--- src/rtl/alu_muldiv_seq_pkg.sv ---
// Shared encodings for the iterative multiply/divide unit.
package alu_muldiv_seq_pkg;

    localparam int MD_OPSEL_WIDTH = 2;

    typedef enum logic [MD_OPSEL_WIDTH-1:0] {
        MD_OP_MULT  = 2'b00,
        MD_OP_MULTU = 2'b01,
        MD_OP_DIV   = 2'b10,
        MD_OP_DIVU  = 2'b11
    } md_op_e;

    typedef enum logic [1:0] {
        ST_IDLE = 2'b00,
        ST_CALC = 2'b01,
        ST_FIX  = 2'b10
    } md_state_e;

    function automatic logic is_signed_op(input md_op_e op);
        return (op == MD_OP_MULT) || (op == MD_OP_DIV);
    endfunction

    function automatic logic is_div_op(input md_op_e op);
        return (op == MD_OP_DIV) || (op == MD_OP_DIVU);
    endfunction

endpackage

--- src/rtl/alu_muldiv_seq_sign_fix.sv ---
// Conditional two's-complement negate: abs of operands on entry,
// sign restore of results on exit.
module md_sign_fix #(
    parameter int WIDTH = 32
) (
    input  logic [WIDTH-1:0] value,
    input  logic             negate,
    output logic [WIDTH-1:0] result
);

    // Negating the most-negative value wraps back to itself, which is what
    // both the abs path and the MIN / -1 quotient want.
    always_comb begin
        result = negate ? (~value + WIDTH'(1)) : value;
    end

endmodule

--- src/rtl/alu_muldiv_seq.sv ---
// Multi-cycle radix-2 multiply/divide unit with architectural HI/LO.
//
// state   | meaning
// --------+------------------------------------------------------------
// IDLE    | waiting for start; MTHI/MTLO writes accepted here
// CALC    | one shift-add / restoring-divide iteration per cycle
// FIX     | sign correction and HI/LO write (or divide-by-zero report)
module alu_muldiv_seq
    import alu_muldiv_seq_pkg::*;
#(
    parameter int WIDTH     = 32,
    parameter int CNT_WIDTH = $clog2(WIDTH) + 1
) (
    input  logic                      clk,
    input  logic                      rst,
    input  logic                      start,
    input  logic [MD_OPSEL_WIDTH-1:0] op_sel,
    input  logic [WIDTH-1:0]          op_a,
    input  logic [WIDTH-1:0]          op_b,
    input  logic                      cancel,
    input  logic                      wr_hi,
    input  logic                      wr_lo,
    input  logic [WIDTH-1:0]          wr_data,
    output logic                      busy,
    output logic                      done,
    output logic [WIDTH-1:0]          hi,
    output logic [WIDTH-1:0]          lo,
    output logic                      div_zero_flag,
    output logic                      zero_flag
);

    md_state_e          state_q;
    logic [CNT_WIDTH-1:0] cnt_q;
    // mcand_q: multiplicand or divisor magnitude
    // acc_q:   product upper half (with carry) or partial remainder
    // mplr_q:  multiplier being shifted out, or dividend/quotient
    logic [WIDTH-1:0]   mcand_q;
    logic [WIDTH:0]     acc_q;
    logic [WIDTH-1:0]   mplr_q;
    logic               sign_a_q;
    logic               sign_b_q;
    logic               is_div_q;
    logic               dz_q;

    md_op_e             op_e;
    logic               op_signed;
    logic               op_div;
    logic               neg_a;
    logic               neg_b;
    logic [WIDTH-1:0]   abs_a;
    logic [WIDTH-1:0]   abs_b;

    logic [WIDTH:0]     mul_sum;
    logic [WIDTH:0]     div_shift;
    logic [WIDTH:0]     div_trial;

    logic [2*WIDTH-1:0] prod_res;
    logic [WIDTH-1:0]   quot_res;
    logic [WIDTH-1:0]   rem_res;
    logic [WIDTH-1:0]   fix_hi;
    logic [WIDTH-1:0]   fix_lo;
    logic [WIDTH-1:0]   mt_hi;
    logic [WIDTH-1:0]   mt_lo;

    // Decode the requested operation and operand signs.
    always_comb begin
        op_e      = md_op_e'(op_sel);
        op_signed = is_signed_op(op_e);
        op_div    = is_div_op(op_e);
        neg_a     = op_signed & op_a[WIDTH-1];
        neg_b     = op_signed & op_b[WIDTH-1];
    end

    md_sign_fix #(.WIDTH(WIDTH)) u_abs_a (
        .value  (op_a),
        .negate (neg_a),
        .result (abs_a)
    );

    md_sign_fix #(.WIDTH(WIDTH)) u_abs_b (
        .value  (op_b),
        .negate (neg_b),
        .result (abs_b)
    );

    md_sign_fix #(.WIDTH(2*WIDTH)) u_fix_prod (
        .value  ({acc_q[WIDTH-1:0], mplr_q}),
        .negate (sign_a_q ^ sign_b_q),
        .result (prod_res)
    );

    md_sign_fix #(.WIDTH(WIDTH)) u_fix_quot (
        .value  (mplr_q),
        .negate (sign_a_q ^ sign_b_q),
        .result (quot_res)
    );

    md_sign_fix #(.WIDTH(WIDTH)) u_fix_rem (
        .value  (acc_q[WIDTH-1:0]),
        .negate (sign_a_q),
        .result (rem_res)
    );

    // One iteration step for each datapath, plus the values HI/LO would take.
    always_comb begin
        mul_sum   = acc_q + (mplr_q[0] ? {1'b0, mcand_q} : '0);
        div_shift = {acc_q[WIDTH-1:0], mplr_q[WIDTH-1]};
        div_trial = div_shift - {1'b0, mcand_q};
        fix_hi    = is_div_q ? rem_res  : prod_res[2*WIDTH-1:WIDTH];
        fix_lo    = is_div_q ? quot_res : prod_res[WIDTH-1:0];
        mt_hi     = wr_hi ? wr_data : hi;
        mt_lo     = wr_lo ? wr_data : lo;
    end

    // Sequencer, iteration datapath and architectural HI/LO.
    always_ff @(posedge clk or posedge rst) begin
        if (rst) begin
            state_q       <= ST_IDLE;
            cnt_q         <= '0;
            mcand_q       <= '0;
            acc_q         <= '0;
            mplr_q        <= '0;
            sign_a_q      <= 1'b0;
            sign_b_q      <= 1'b0;
            is_div_q      <= 1'b0;
            dz_q          <= 1'b0;
            busy          <= 1'b0;
            done          <= 1'b0;
            hi            <= '0;
            lo            <= '0;
            div_zero_flag <= 1'b0;
            zero_flag     <= 1'b1;
        end else begin
            done <= 1'b0;
            case (state_q)
                ST_IDLE: begin
                    if (start && !cancel) begin
                        mcand_q       <= op_div ? abs_b : abs_a;
                        mplr_q        <= op_div ? abs_a : abs_b;
                        acc_q         <= '0;
                        sign_a_q      <= neg_a;
                        sign_b_q      <= neg_b;
                        is_div_q      <= op_div;
                        dz_q          <= op_div && (op_b == '0);
                        cnt_q         <= CNT_WIDTH'(WIDTH);
                        busy          <= 1'b1;
                        div_zero_flag <= 1'b0;
                        state_q       <= (op_div && (op_b == '0)) ? ST_FIX : ST_CALC;
                    end else if (wr_hi || wr_lo) begin
                        hi        <= mt_hi;
                        lo        <= mt_lo;
                        zero_flag <= (mt_hi == '0) && (mt_lo == '0);
                    end
                end
                ST_CALC: begin
                    if (cancel) begin
                        busy    <= 1'b0;
                        cnt_q   <= '0;
                        state_q <= ST_IDLE;
                    end else begin
                        if (is_div_q) begin
                            if (!div_trial[WIDTH]) begin
                                acc_q  <= div_trial;
                                mplr_q <= {mplr_q[WIDTH-2:0], 1'b1};
                            end else begin
                                acc_q  <= div_shift;
                                mplr_q <= {mplr_q[WIDTH-2:0], 1'b0};
                            end
                        end else begin
                            acc_q  <= {1'b0, mul_sum[WIDTH:1]};
                            mplr_q <= {mul_sum[0], mplr_q[WIDTH-1:1]};
                        end
                        cnt_q <= cnt_q - CNT_WIDTH'(1);
                        if (cnt_q == CNT_WIDTH'(1)) begin
                            state_q <= ST_FIX;
                        end
                    end
                end
                ST_FIX: begin
                    if (!cancel) begin
                        if (dz_q) begin
                            div_zero_flag <= 1'b1;
                        end else begin
                            hi        <= fix_hi;
                            lo        <= fix_lo;
                            zero_flag <= (fix_hi == '0) && (fix_lo == '0);
                        end
                        done <= 1'b1;
                    end
                    busy    <= 1'b0;
                    cnt_q   <= '0;
                    state_q <= ST_IDLE;
                end
                default: begin
                    busy    <= 1'b0;
                    state_q <= ST_IDLE;
                end
            endcase
        end
    end

endmodule

--- config.mk ---
export PLATFORM = sky130hd
export DESIGN_NAME = alu_muldiv_seq
export DESIGN_NICKNAME = d
export VERILOG_FILES = /design/src/rtl/alu_muldiv_seq_pkg.sv /design/src/rtl/alu_muldiv_seq_sign_fix.sv /design/src/rtl/alu_muldiv_seq.sv
export SDC_FILE = /design/constraint.sdc
export NUM_CORES = 1
export LEC_CHECK = 0
export CORE_ASPECT_RATIO = 0.6
export CORE_MARGIN = 3
export CORE_UTILIZATION = 50
export DETAILED_ROUTE_END_ITERATION = 6
export PLACE_DENSITY_LB_ADDON = 0.15
export SYNTH_ARGS = -nofsm -noshare
export SYNTH_HDL_FRONTEND = slang
export SYNTH_SLANG_ARGS = --single-unit
--- constraint.sdc ---
create_clock -name clk -period 6.55 [get_ports clk]
set_clock_uncertainty 0.2 [all_clocks]
set_input_delay 0.655 -clock clk [delete_from_list [all_inputs] [get_ports clk]]
set_output_delay 0.655 -clock clk [all_outputs]
set_load 0.05 [all_outputs]
**Run 1: metal layers overlaid**

Bar = 50 um. Only two layers are drawn.
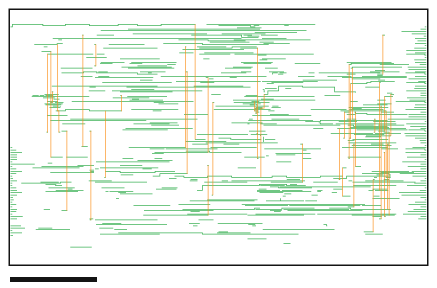
Green shows M3, wire length 7,750 um. Orange shows M4, wire length 1,460 um.

**Run 1: placed cells, one colour a class**

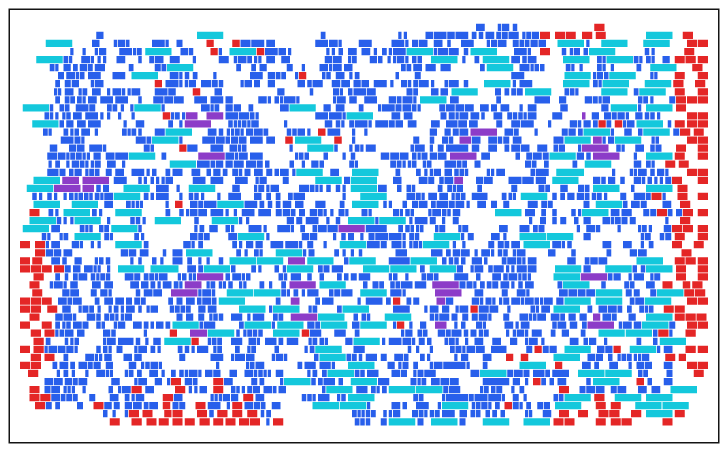
Purple shows clock drivers and dummy loads, cells 32, share of their area 3.3%. Blue shows remaining logic cells, cells 1,824, share of their area 62%. Red shows remaining buffers and delay cells, cells 203, share of their area 11%. Cyan shows registers, cells 177, share of their area 24%.

**Run 1: clock distribution**

Bar = 50 um.
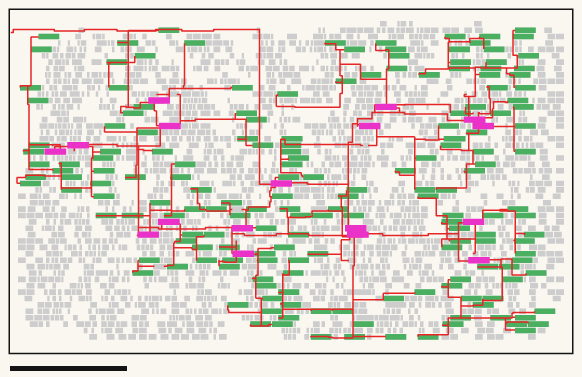
Red shows clock wires, length 2,640 um. Magenta shows clock-net drivers, count 17. Green shows flip-flops, count 177.
Position of the flops: spread over the die. There are 18 routed clock nets.
clock group power: 1070 uW
clk ins delay skew pair: 0.47 ns
Clock Power Share: 10.2%

==> reports/metrics.csv, run 1 <==
stage,metric,value,unit
outcome,status,"finished, final reports clean",
grt,gr-total-overflow,0,
final_timing,hold_viol_final,0,
hold_path,hp-class,flop to flop,
setup_path,cpMostUsedCell,a21o_1,
final_timing,finalCritPeriodShare,81.43,%
die,die_h,146.0,um
final_timing,setup_viol,0,
final_timing,fmax,187.5,MHz
die,fp_util,51.57,%
setup_path,timing.rr.start,mplr_q[31],
setup_path,cp_max_fo,27,
die,dieArea,34920,um^2
final_timing,timing.setup.tns,0,ns
synthesis,synth_top_area_share,26.98,%
synthesis,edf_count,0,
cells_and_area,num-nets-final,2404,
drt,drt-pass1-iter-count,6,
place,detailedPlace.worstSlack,1.323,ns
setup_path,critPathBufInv,2,
setup_path,crit_end,acc_q[19],
die,rows,50,
place,io_buffers,171,
clocking,cts.sinks,177,
cells_and_area,drive_above_1_share,5.859,%
clocking,ctsHoldBuffers,0,
drt,wl_per_cell,22.82,um
synthesis,top_cells_by_count,"nor2_1 (252), a21oi_1 (230), nand2_1 (197)",
setup_path,end_kind,flop,
synthesis,async_flop_share,100.0,%
synthesis,yosys_area,16320,um^2
synthesis,syn_area_per_cell,7.635,um^2
grt,grt_first_pass_wirelength,92130,um
synthesis,yosysWarnings,0,
power_and_ir_drop,vdd_drop_max,0.2407,mV
clocking,postCtsSetupBuffers,0,
place,place_congestion,0.9989,
run 1: per-layer routing:
metal	vias to the layer above	part of all wire, %	track usage, %	wire length, um
met4	0	2.4	8.364	1464
met1	7993	48	54.04	28890
met5	-	0	0	0
met2	975	37	43.13	22420
met3	89	13	10.89	7752
li1	7928	-	-	-
run 1: metrics by stage:
stage	instance area, um^2	cells
after CTS	18900	2652
after global placement	18300	2620
after floorplan	16320	2138
final	18900	2652
after detailed placement	18300	2620
after global routing	18900	2652
run 1: logic make-up (layout without fill, tap and decap cells):
| logic type | after synthesis | in the layout | share of synthesized area, % |
|---|---|---|---|
| DFF | 177 | 177 | 27.14 |
| buffers and inverters | 207 | 305 | 4.959 |
| and+or+nand+nor | 754 | 754 | 22.58 |
| muxes | 55 | 55 | 3.595 |
| adders and majority gates | 77 | 77 | 5.994 |
| xor gates and xnor gates | 170 | 170 | 9.122 |
| AOI/OAI and AO/OA | 698 | 698 | 26.61 |
run 1: layout make-up:
type	instances	area (um^2)	share of cell area, %
clock inverters	14	168.9	0.8939
inverters	70	267.8	1.417
repair buffers	203	1949	10.32
multi-input cells	1754	11130	58.89
flip-flops and latches	177	4432	23.45
well taps	416	520.5	2.755
clock buffers	18	429.2	2.271
run 1: flip-flops by register name, indices dropped and copies added, names as in the netlist:
register	count
sign_a_q	1
mcand_q	32
dz_q	1
zero_flag	1
lo	32
mplr_q	32
cnt_q	6
state_q	2
sign_b_q	1
div_zero_flag	1
done	1
busy	1
hi	32
acc_q	33
is_div_q	1
run 1: tightest hold or removal path: cells and delay by family (launching register included):
family          cells  cell delay (ns)
compound gates      1             0.06
flops               1             0.34
simple gates        1             0.04
run 1: power breakdown:
part | internal [uW] | switching (uW) | leakage, uW
clock | 516 | 552 | 0.000287
sequential | 1560 | 761 | 0.00217
combinational | 2620 | 4480 | 0.00534
--- run 2 (diff from run 1) ---
==> constraint.sdc (replaced) <==
create_clock -name clk -period 4.64 [get_ports clk]
set_clock_uncertainty 0.2 [all_clocks]
set_input_delay 0.464 -clock clk [delete_from_list [all_inputs] [get_ports clk]]
set_output_delay 0.464 -clock clk [all_outputs]
set_load 0.05 [all_outputs]
**Run 2: placed cells, one colour a class**

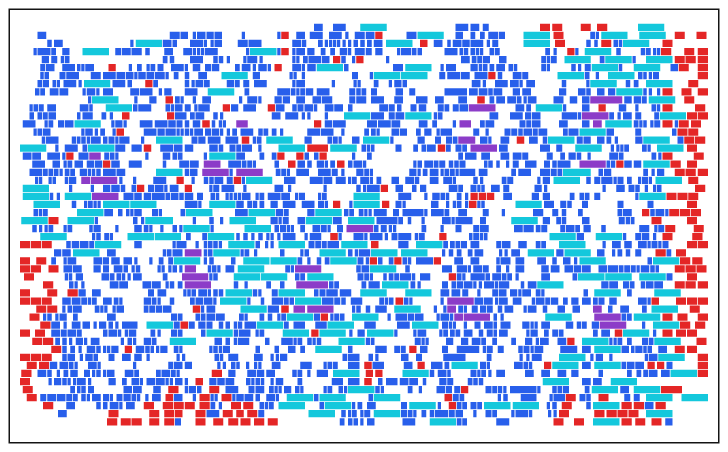
Red shows remaining buffers and delay cells, cells 250, share of their area 12%. Purple shows clock drivers and dummy loads, cells 32, share of their area 3.4%. Cyan shows registers, cells 177, share of their area 24%. Blue shows remaining logic cells, cells 1,824, share of their area 61%.
Finished Cell Area: 19,330 um^2
site row count: 50
sequential portion of the cell area: 22.93%
Core ar.: 31,660 um^2

==> run 2 against run 1 <==
  * Routed wire length grew 2.3%
  * Highest routed layer unchanged
  * Synthesized area unchanged
  * Setup slack lost 1.0 ns
  * Utilization grew 1.4 points
  * Non-clock buffer count is 47 higher
  * Register-to-register slack worse by 1.0 ns
  * Hold slack worse by 0.098 ns
  * Global-route usage rose by 0.60 points
  * Largest cell class unchanged
  * Critical path depth did not move
  * Combinational power is 49% higher
  * Critical endpoint is now acc_q[24]
  * Largest power group unchanged
  * Synthesized cell count stayed put
==> reports/metrics.csv, run 2 <==
stage,metric,value,unit
cells_and_area,largest_register_ffs,33,
die,dieArea,34920,um^2
cells_and_area,lay_top_cells,"nor2_1 (251), a21oi_1 (229), nand2_1 (197), dfrtp_1 (175)",
final_timing,drv_slew,0,
drt,highest_layer,met4,
drt,viasPerCell,6.453,
clocking,cts.sinks,177,
clocking,insertion_delay,0.46,ns
die,die_h,146.0,um
final_timing,finalCritPeriodShare,95.68,%
cells_and_area,regMostFlops,acc_q,
cells_and_area,fillers,2873,
place,io_buffers,171,
place,place_congestion,0.9797,
synthesis,edf_count,0,
drt,drc,0,
clocking,cts_tree,built,
hold_path,hp-class,input pin to async pin,
final_timing,fmax,225.2,MHz
outcome,status,"finished, final reports clean",
cells_and_area,num-nets-final,2451,
drt,finalWirelength,61940,um
drt,drt_iter0_drc,2216,
power_and_ir_drop,p_leak,0.008061,uW
grt,gr-total-overflow,0,
clocking,cts-root-buf,clkbuf_16,
drt,routed-via-count,17417,
synthesis,area_leaders,"dfrtp_1 (27%), a21oi_1 (7.1%), nor2_1 (5.8%), ha_1 (5.7%), o21ai_0 (5.3%)",
setup_path,critPathBufInv,2,
grt,use_met3,10.17,%
setup_path,end_kind,flop,
grt,grt_first_pass_wirelength,93900,um
clocking,cts_buffers,17,
grt,grt.busiest_layer,met1,
cells_and_area,n_antenna_cell,0,
grt,grt_util_met2,47.10,%
synthesis,synth_top_area_share,26.98,%
final_timing,setup_viol,0,
cells_and_area,drive_above_1_share,8.016,%
synthesis,syn_area_per_cell,7.635,um^2
synthesis,yosys_area,16320,um^2
drt,wl_met2,24380,um
synthesis,yosysWarnings,0,
clocking,cts_buffer_depth,2,
final_timing,timing.setup.tns,0,ns
cells_and_area,area_growth,18.41,%
setup_path,crit_cells,17,
die,fp_util,51.57,%
drt,wl_per_cell,22.95,um
grt,grt_pass1_vias,15868,
setup_path,cpMostUsedCell,a21o_1,
final_timing,hold_viol_final,0,
place,detailedPlace.worstSlack,0.1359,ns
setup_path,timing.rr.start,mplr_q[31],
setup_path,crit_chain,inv_1 -> ha_1 -> fa_1 -> nand2b_1 -> a21o_1 -> a31oi_2 -> a311o_1 -> a21oi_2 -> o31ai_2 -> a31o_2 -> a21o_1 -> a21o_1 -> ha_1 -> buf_12 -> and3_1 -> a222oi_1 -> o21ai_0,
power_and_ir_drop,powerDensity,791.0,nW/um^2
drt,drt-met1-wl,28380,um
run,maxCapViolations,0,
setup_path,required,4.76,ns
setup_path,r2r-end,acc_q[24],
synthesis,async_flop_share,100.0,%
synthesis,synth_seq_share,27.14,%
drt,wl_met3,7931,um
power_and_ir_drop,vdd_drop_max,0.5077,mV
setup_path,crit_type,flop to flop,
synthesis,syn_nets,2319,
drt,drt-pass1-iter-count,6,
setup_path,cp_max_fo,24,
grt,use_met1,53.26,%
drt,ant_nets,0,
cells_and_area,final_common_cell,nor2_1,
clocking,postCtsSetupBuffers,0,
synthesis,top_cells_by_count,"nor2_1 (252), a21oi_1 (230), nand2_1 (197)",
setup_path,critPathLaunchType,flop,
final_timing,fin_crit,4.440,ns
[run 2: worst max path at each step]
| stage | start | endpoint |
|---|---|---|
| finish | mplr_q[31] | acc_q[24] |
| global route | mplr_q[31] | acc_q[26] |
| CTS | mplr_q[31] | acc_q[28] |
| detailed placement | mplr_q[31] | acc_q[24] |
| global placement | mplr_q[31] | acc_q[24] |
| floorplan | mplr_q[31] | acc_q[29] |
[run 2: final cells by class]
type | instances | area (um^2) | area share (%)
clock buffers | 17 | 425.4 | 2.201
clock inverters | 15 | 209.0 | 1.081
well taps | 416 | 520.5 | 2.693
multi-input cells | 1754 | 11150 | 57.68
repair buffers | 250 | 2327 | 12.04
inverters | 70 | 266.5 | 1.379
flip-flops and latches | 177 | 4432 | 22.93
[run 2: where the power goes]
group / total (uW) / internal, uW / switching (uW) / leakage (uW)
clock: 1610 / 835 / 775 / 0.000311
sequential: 3120 / 2210 / 917 / 0.00217
combinational: 10600 / 3950 / 6600 / 0.00558
[run 2: repair_timing]
| item | CTS | global route |
|---|---|---|
| hold buffers | 0 | 0 |
| setup endpoints to repair | 0 | 17 |
| gates resized | 0 | 4 |
[run 2: per-stage QoR]
| stage | cells | cell area [um^2] | power (uW) | util, % |
|---|---|---|---|---|
| finish | 2699 | 19330 | 15290 | 61.06 |
| global route | 2699 | 19330 | 16210 | 61.06 |
| global placement | 2667 | 18670 | 13130 | 58.99 |
| CTS | 2699 | 19310 | 14980 | 61.00 |
| detailed placement | 2667 | 18670 | 13340 | 58.99 |
| floorplan | 2138 | 16330 | 9988 | - |
[run 2: cell families after synthesis]
family | share of synthesized area [%]
simple gates | 22.58
flops | 27.14
mux | 3.595
compound gates | 26.61
fa+ha+maj | 5.994
buf+inv | 4.959
xor+xnor | 9.122
--- run 3 (diff from run 2) ---
--- a/config.mk
+++ b/config.mk
@@ -7,7 +7,7 @@
 export LEC_CHECK = 0
 export CORE_ASPECT_RATIO = 0.6
 export CORE_MARGIN = 3
-export CORE_UTILIZATION = 50
+export CORE_UTILIZATION = 53
 export DETAILED_ROUTE_END_ITERATION = 6
 export PLACE_DENSITY_LB_ADDON = 0.15
 export SYNTH_ARGS = -nofsm -noshare
**Run 3: placed cells, one colour a class**

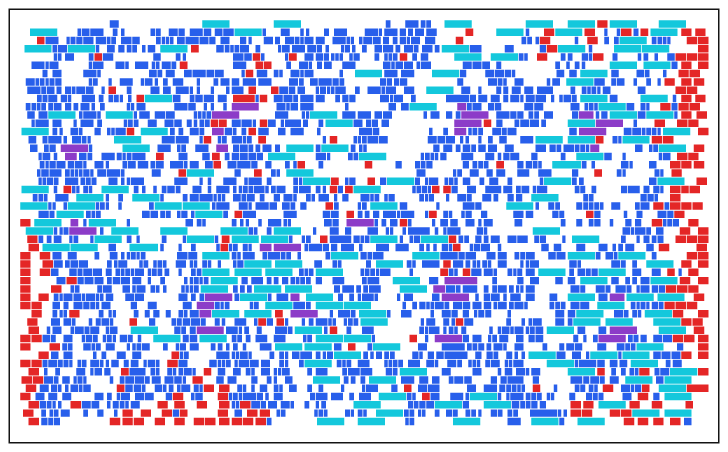
Purple shows clock drivers and dummy loads, cells 32, share of their area 3.3%. Blue shows remaining logic cells, cells 1,824, share of their area 61%. Red shows remaining buffers and delay cells, cells 251, share of their area 12%. Cyan shows registers, cells 177, share of their area 24%.

==> run 3 against run 2 <==
  * Non-clock buffer count rose by 1
  * Largest cell class unchanged
  * Die area fell by 5.5%
  * Sequential power fell by 2%
  * Sequential cell count did not move
  * Clock power fell by 2%
  * Count of clock-buffer cells in the layout rose by 2
==> reports/metrics.csv, run 3 <==
stage,metric,value,unit
power_and_ir_drop,p_total,15270,uW
grt,antenna_found_initial,1,
setup_path,cp_max_fo,7,
drt,wl_per_cell,23.10,um
grt,grtUsageTotal,37.08,%
synthesis,synth_seq_share,27.14,%
final_timing,rsz0062_at_grt,false,
die,fp_util,54.11,%
clocking,cts.sinks,177,
synthesis,syn_area_per_cell,7.635,um^2
final_timing,hold_viol_final,0,
drt,highest_layer,met4,
final_timing,setup_viol,0,
cells_and_area,regMostFlops,acc_q,
synthesis,yosysWarnings,0,
grt,grt.busiest_layer,met1,
clocking,cts_buffer_depth,2,
final_timing,timing.setup.tns,0,ns
cells_and_area,final_cells,2692,
grt,grt_util_met2,49.88,%
run,maxCapViolations,0,
cells_and_area,fin_util,63.99,%
final_timing,fin_crit,4.597,ns
synthesis,area_leaders,"dfrtp_1 (27%), a21oi_1 (7.1%), nor2_1 (5.8%), ha_1 (5.7%), o21ai_0 (5.3%)",
drt,drt-met1-wl,28380,um
clocking,cts_tree,built,
cells_and_area,area_growth,18.25,%
synthesis,synth_top_area_share,26.98,%
drt,wl_met3,8395,um
synthesis,edf_count,0,
drt,viasPerCell,6.431,
place,place_congestion,0.9877,
synthesis,syn_nets,2319,
drt,ant_nets,0,
grt,gr-total-overflow,0,
drt,finalWirelength,62190,um
setup_path,required,4.80,ns
setup_path,end_kind,flop,
final_timing,drv_slew,0,
drt,drt-pass1-iter-count,6,
setup_path,critPathLaunchType,flop,
clocking,cts_buffers,17,
clocking,cts-root-buf,clkbuf_16,
drt,drc,0,
place,io_buffers,171,
drt,routed-via-count,17313,
cells_and_area,num-nets-final,2452,
die,die_h,141.9,um
power_and_ir_drop,powerDensity,791.2,nW/um^2
die,dieArea,33010,um^2
synthesis,async_flop_share,100.0,%
grt,grt_pass1_vias,15660,
outcome,status,"finished, final reports clean",
place,dp_cells,2660,
grt,grt_first_pass_wirelength,94460,um
cells_and_area,final_common_cell,nor2_1,
power_and_ir_drop,p_leak,0.008053,uW
cells_and_area,lay_top_cells,"nor2_1 (251), a21oi_1 (229), nand2_1 (197), dfrtp_1 (175)",
power_and_ir_drop,vdd_drop_max,0.3924,mV
synthesis,top_cell,nor2_1,
place,detailedPlace.worstSlack,0.1689,ns
drt,drt_iter0_drc,2413,
synthesis,yosys_area,16320,um^2
hold_path,hp-class,flop to flop,
cells_and_area,drive_above_1_share,8.056,%
place,placedInstanceArea,18670,um^2
die,coreArea,30160,um^2
drt,wl_met2,24010,um
cells_and_area,final_cell_area,19300,um^2
clocking,insertion_delay,0.47,ns
grt,use_met3,9.620,%
setup_path,crit_type,flop to flop,
die,rows,49,
synthesis,ys.flop_type,dfrtp_1,
synthesis,top_cells_by_count,"nor2_1 (252), a21oi_1 (230), nand2_1 (197)",
cells_and_area,largest_register_ffs,33,
cells_and_area,n_antenna_cell,0,
grt,use_met1,58.17,%
final_timing,setup_slack,0.04289,ns
final_timing,fmax,217.5,MHz
final_timing,finalCritPeriodShare,99.08,%
==> run 3: critical path, stage by stage, from the launching register on <==
cell and delay, ns:
dfrtp_1 0.48, inv_1 0.37, nor2_1 0.10, ha_1 0.30, a211oi_1 0.65, o31ai_1 0.24
o21ai_0 0.29, a21oi_1 0.17, o31ai_1 0.42, buf_4 0.22, o21ai_0 0.13, a31o_2 0.30
a311oi_1 0.32, mux2i_1 0.24, a21oi_1 0.06
==> run 3: power breakdown <==
part / internal, uW / switching [uW]
registers: 2210 / 849
clock network: 803 / 764
logic: 3980 / 6670
==> run 3: path summary, 6_finish.rpt <==
path	cells past startpoint	to	slack, ns	startpoint
max in group asynchronous	3	is_div_q	3.26	rst
min reg2reg	2	mcand_q[5]	0.29	mcand_q[5]
min in group asynchronous	3	lo[3]	0.33	rst
min	2	mcand_q[5]	0.29	mcand_q[5]
max reg2reg	14	acc_q[30]	0.04	mplr_q[0]
max	14	acc_q[30]	0.04	mplr_q[0]
==> run 3: cells by family (layout without fill, tap and decap cells) <==
| family | count (synthesis) | count (layout) | synth area share, % |
|---|---|---|---|
| xor+xnor | 170 | 170 | 9.122 |
| simple gates | 754 | 754 | 22.58 |
| mux | 55 | 55 | 3.595 |
| buf+inv | 207 | 353 | 4.959 |
| compound gates | 698 | 698 | 26.61 |
| flops | 177 | 177 | 27.14 |
| fa+ha+maj | 77 | 77 | 5.994 |
==> run 3: final cells by class <==
type,instances,area [um^2]
multi-input cells,1754,11150
fillers,2670,10860
flip-flops and latches,177,4432
repair buffers,251,2335
well taps,408,510.5
clock buffers,19,452.9
inverters,70,266.5
clock inverters,13,158.9
==> run 3: timing repair <==
action | 4_1_cts | 5_1_grt
resized | 0 | 5
endpoints found under the setup margin | 0 | 17
hold buffers | 0 | 0
buffers inserted | 0 | 0
Power figures rest on the tool's default switching activity, not on a simulated workload.
